### config.mk
export PLATFORM = sky130hd
export DESIGN_NAME = lgn_class_scorer
export DESIGN_NICKNAME = d
export VERILOG_FILES = /design/src/rtl/lgn_pkg.sv /design/src/rtl/lgn_popcount.sv /design/src/rtl/lgn_class_scorer.sv
export SDC_FILE = /design/constraint.sdc
export NUM_CORES = 1
export LEC_CHECK = 0
export CAP_MARGIN = 20
export CELL_PAD_IN_SITES_DETAIL_PLACEMENT = 1
export CELL_PAD_IN_SITES_GLOBAL_PLACEMENT = 1
export CORE_MARGIN = 1
export CORE_UTILIZATION = 36
export CTS_CLUSTER_SIZE = 16
export DETAILED_ROUTE_END_ITERATION = 6
export PLACE_DENSITY = 0.77
export SLEW_MARGIN = 20
export SYNTH_ARGS = -nofsm -noshare
export SYNTH_HDL_FRONTEND = slang
export SYNTH_HIERARCHICAL = 1
export SYNTH_SLANG_ARGS = --single-unit
### constraint.sdc
create_clock -name clk -period 7.3 [get_ports clk]
set_input_delay 1.46 -clock clk [delete_from_list [all_inputs] [get_ports clk]]
set_output_delay 1.46 -clock clk [all_outputs]
set_load 0.005 [all_outputs]
### src/rtl/lgn_pkg.sv
// Shared LGN definitions: default geometry of the output stage and the scorer FSM states.
package lgn_pkg;

    localparam int CLASSES_DEF = 10;
    localparam int N_DEF       = 15;

    typedef enum logic [1:0] {
        IDLE,
        COUNT,
        DONE
    } state_t;

endpackage

### src/rtl/lgn_popcount.sv
// Purely combinational N-bit population count; zero latency, no handshake.
module lgn_popcount #(
    parameter  int N       = 15,
    localparam int SCORE_W = $clog2(N + 1)
) (
    input  logic [N-1:0]       in,
    output logic [SCORE_W-1:0] out
);

    always_comb begin
        out = '0;
        for (int i = 0; i < N; i++) begin
            out = out + SCORE_W'(in[i]);
        end
    end

endmodule

### src/rtl/lgn_class_scorer.sv
// Snapshots the LGN outputs on start, scores one class per cycle and tracks the argmax.
// Result ready CLASSES cycles after the accept edge; start is ignored while busy.
module lgn_class_scorer
    import lgn_pkg::*;
#(
    parameter  int CLASSES = CLASSES_DEF,
    parameter  int N       = N_DEF,
    localparam int SCORE_W = $clog2(N + 1),
    localparam int IDX_W   = $clog2(CLASSES)
) (
    input  logic                 clk,
    input  logic                 rst,
    input  logic                 start,
    input  logic [CLASSES*N-1:0] in_bits,
    output logic                 busy,
    output logic                 done,
    output logic [IDX_W-1:0]     class_out,
    output logic [SCORE_W-1:0]   best_score,
    input  logic [IDX_W-1:0]     sel,
    output logic [SCORE_W-1:0]   sel_score
);

    state_t                 state;
    logic [CLASSES*N-1:0]   snapshot;
    logic [IDX_W-1:0]       cnt;
    logic [SCORE_W-1:0]     score [CLASSES];
    logic [N-1:0]           cur_slice;
    logic [SCORE_W-1:0]     cur_pop;

    always_comb begin
        cur_slice = '0;
        for (int c = 0; c < CLASSES; c++) begin
            if (cnt == IDX_W'(c)) begin
                cur_slice = snapshot[c*N +: N];
            end
        end
    end

    lgn_popcount #(.N(N)) u_popcount (
        .in  (cur_slice),
        .out (cur_pop)
    );

    // Out-of-range selects fall through to zero rather than aliasing a real class.
    always_comb begin
        sel_score = '0;
        for (int c = 0; c < CLASSES; c++) begin
            if (sel == IDX_W'(c)) begin
                sel_score = score[c];
            end
        end
    end

    always_ff @(posedge clk or posedge rst) begin
        if (rst) begin
            state      <= IDLE;
            busy       <= 1'b0;
            done       <= 1'b0;
            cnt        <= '0;
            class_out  <= '0;
            best_score <= '0;
            snapshot   <= '0;
            for (int c = 0; c < CLASSES; c++) begin
                score[c] <= '0;
            end
        end else begin
            case (state)
                IDLE, DONE: begin
                    if (start) begin
                        state      <= COUNT;
                        snapshot   <= in_bits;
                        cnt        <= '0;
                        best_score <= '0;
                        class_out  <= '0;
                        done       <= 1'b0;
                        busy       <= 1'b1;
                    end
                end
                COUNT: begin
                    for (int c = 0; c < CLASSES; c++) begin
                        if (cnt == IDX_W'(c)) begin
                            score[c] <= cur_pop;
                        end
                    end
                    // Strict compare keeps the lowest index on ties.
                    if (cnt == '0 || cur_pop > best_score) begin
                        best_score <= cur_pop;
                        class_out  <= cnt;
                    end
                    if (cnt == IDX_W'(CLASSES - 1)) begin
                        state <= DONE;
                        busy  <= 1'b0;
                        done  <= 1'b1;
                    end else begin
                        cnt <= cnt + IDX_W'(1);
                    end
                end
                default: begin
                    state <= IDLE;
                    busy  <= 1'b0;
                    done  <= 1'b0;
                end
            endcase
        end
    end

endmodule

==> run_summary.xml <==
<?xml version="1.0" encoding="UTF-8"?>
<metrics>
  <group name="run_status">
    <metric name="run_status" unit="">finished, final reports clean</metric>
  </group>
  <group name="final_layout">
    <metric name="syn2layout_area_growth" unit="%">28.2</metric>
    <metric name="post_route_cells_drive_above_1_share" unit="%">5.59</metric>
    <metric name="lay_top_cells" unit="">494 x nand2_1, 205 x dfrtp_1, 170 x clkdlybuf4s50_1</metric>
    <metric name="nNetsFinal" unit="">1470</metric>
  </group>
  <group name="final_timing">
    <metric name="tightestPinTransition" unit="ps">952</metric>
    <metric name="timing.clock.skew" unit="ps">11.7</metric>
    <metric name="timing.final.setup_violations" unit="">0</metric>
    <metric name="whs" unit="ps">474</metric>
    <metric name="timing_max_transition_violations_final" unit="">0</metric>
    <metric name="finalClockPeriodUsage" unit="%">90.6</metric>
    <metric name="timing.final.hold_violations" unit="">0</metric>
    <metric name="unrepaired_setup_endpoints_after_global_routing" unit="">no</metric>
    <metric name="setup_tns" unit="ps">0</metric>
    <metric name="slew_headroom" unit="%">36.5</metric>
    <metric name="min_period" unit="ps">6610</metric>
  </group>
  <group name="synthesis">
    <metric name="synth-seq-cells" unit="">205</metric>
    <metric name="number_of_nets_at_floorplan" unit="">1337</metric>
    <metric name="yosys.stat.chipArea" unit="sq um">9980</metric>
    <metric name="syn-mean-instance-area" unit="sq um">8.63</metric>
    <metric name="predominant_post_synthesis_flop_cell" unit="">dfrtp_1</metric>
    <metric name="share_of_the_synthesized_area_in_the_top_cell_type" unit="%">51.4</metric>
    <metric name="synthesis.instances" unit="">1157</metric>
    <metric name="async_flop_share" unit="%">100</metric>
    <metric name="mappedNetlistArea" unit="sq um">9980</metric>
    <metric name="synth_top_cell_by_area" unit="">dfrtp_1</metric>
  </group>
  <group name="global_routing">
    <metric name="maximum_number_of_pins_on_one_net_before_global_route_repair" unit="">149</metric>
    <metric name="number_of_antenna_violations_at_the_first_check_in_global_routing" unit="">0</metric>
    <metric name="gr-total-overflow" unit="">0</metric>
    <metric name="groute.usage.overall" unit="%">23.3</metric>
    <metric name="grt_pass1_wl" unit="mm">51.3</metric>
  </group>
  <group name="setup_path">
    <metric name="cell_by_cell_trace_of_the_critical_path" unit="">inv_1 &gt; ha_1 &gt; nand2b_1 &gt; o22a_1 &gt; o21ai_0 &gt; o31ai_1 &gt; fa_1 &gt; inv_1 &gt; fa_1 &gt; fa_1 &gt; fa_1 &gt; inv_1 &gt; ha_1 &gt; inv_1 &gt; fa_1 &gt; xnor2_1 &gt; ha_1 &gt; o21ai_0 &gt; a21oi_1 &gt; o21ai_0 &gt; mux2_2</metric>
    <metric name="worst-endpoint-required" unit="ps">7680</metric>
    <metric name="timing.critical_path.buf_inv" unit="">4</metric>
    <metric name="critPathMostFrequentCell" unit="">fa_1</metric>
    <metric name="critical_path.slowest_cell" unit="">fa_1</metric>
  </group>
  <group name="floorplanning">
    <metric name="number_of_top_level_design_ports" unit="">171</metric>
    <metric name="x_dimension_of_the_die" unit="microns">169</metric>
    <metric name="coreArea" unit="sq um">27100</metric>
    <metric name="core_util_floorplan" unit="%">36.8</metric>
    <metric name="fp-row-count" unit="">60</metric>
  </group>
  <group name="cts">
    <metric name="cts.reportedPaths.clkPinSlew" unit="ps">60</metric>
    <metric name="root_buffer" unit="">clkbuf_16</metric>
    <metric name="cts_buf_count" unit="">23</metric>
    <metric name="post_cts_hold_buffer_count" unit="">0</metric>
  </group>
  <group name="place">
    <metric name="post_dp_cell_area" unit="sq um">12000</metric>
    <metric name="number_of_port_buffers" unit="">170</metric>
    <metric name="routabilityCongestion" unit="">0.867</metric>
    <metric name="place.detailed.hpwl" unit="mm">23.4</metric>
  </group>
  <group name="job">
    <metric name="max-cap-violations" unit="">0</metric>
  </group>
  <group name="routing">
    <metric name="num_vias" unit="">8688</metric>
    <metric name="drt-vias-per-instance" unit="">5.18</metric>
  </group>
  <group name="hold_path">
    <metric name="timing.hold.worst.class" unit="">reg2reg</metric>
  </group>
</metrics>
-- path summary, 6_finish.rpt --
path,start,slack (ps),end,cells past startpoint
worst max register to register,cnt[1],690,class_out[3],21
max in group asynchronous,rst,4520,snapshot[82],3
worst min-delay path,snapshot[124],470,snapshot[124],2
min in group asynchronous,rst,1520,score[36],2
worst min register to register,snapshot[124],470,snapshot[124],2
worst max-delay path,cnt[1],690,class_out[3],21
-- final cells by class --
cell class              count  area (sq um)
clock inverters            11           186
inverters                  32           133
flip-flops and latches    205          5130
well taps                 372           465
repair buffers            184          1810
multi-input cells         844          4440
fillers                  3133         14300
clock buffers              29           638
-- cells in the mapped netlist (15+ instances only) --
cell type / number
clkbuf_1: 51
inv_1: 31
a22oi_1: 28
nand2_1: 494
o21ai_0: 57
a221oi_1: 17
o31ai_1: 15
dfrtp_1: 205
a21oi_1: 40
nor2_1: 40
-- per-stage QoR --
step	cells	setup slack, ps	util, %
after CTS	1677	337	47.2
after detailed placement	1637	368	44.1
after global placement	1637	592	44.1
after global routing	1677	367	47.2
final	1677	687	47.2
after floorplan	1157	244	-
-- state kept, by name, indices dropped and copies added (netlist names) --
| register | count |
|---|---|
| snapshot | 150 |
| score | 40 |
| best_score | 4 |
| class_out | 4 |
| cnt | 4 |
| busy | 1 |
| done | 1 |
| state | 1 |
-- logic make-up after synthesis --
group	after synthesis	share of synthesized area (%)
mux	29	3.10
fa+ha+maj	23	3.56
compound gates	209	14.2
xor+xnor	3	0.263
buf+inv	108	4.42
flops	205	51.4
simple gates	580	23.1
-- routing by layer --
layer	global-route usage [%]	up-vias	share of wire, %
li1	-	4100	-
met5	0	-	0
met1	30.9	4315	43
met2	40.0	222	49
met3	3.16	51	4.6
met4	6.56	0	2.7
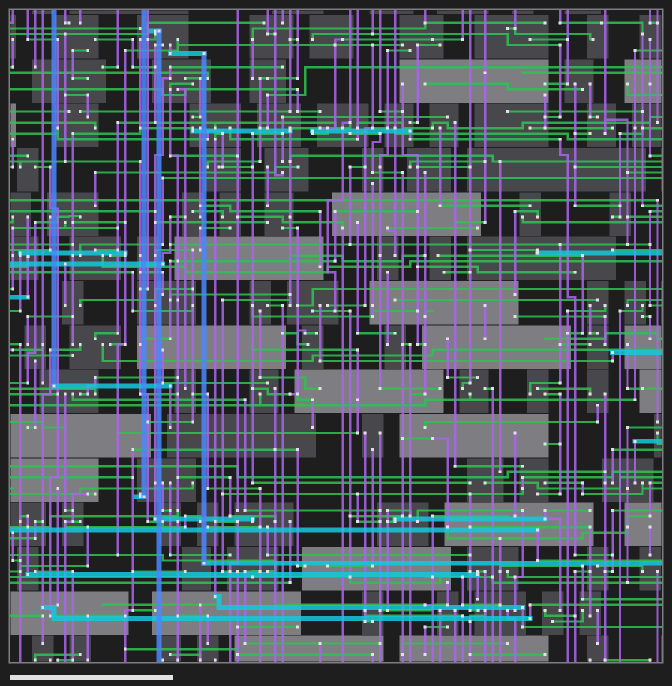
(a small window of the routed layout)
The bar under the picture is 10 microns long. Region (64, 31) to (104, 71) microns. Cells in grey, sequential cells in the stronger grey; small squares are vias.
Blue is met4. Purple is met2. Green is met1. Cyan is met3.
Most frequent: nand2_1 (27), dfrtp_1 (16), a221oi_1 (11). Netlist names of flops here include snapshot (15), cnt (1). 100 logic cells have their middle in the window. Sequential cells in the window: 16.

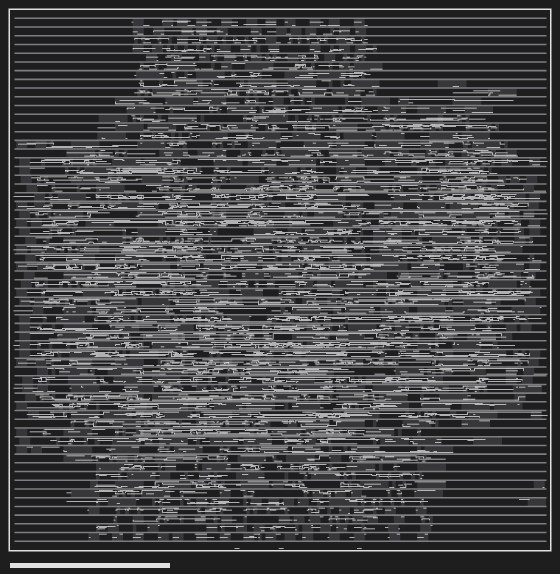
(M1 wires)
The bar under the picture is 50 microns long. Supply wires on this layer in grey.
The layer holds 43% of the routed length. 1308 nets have wire on it. The longest straight run is 50.1 microns.

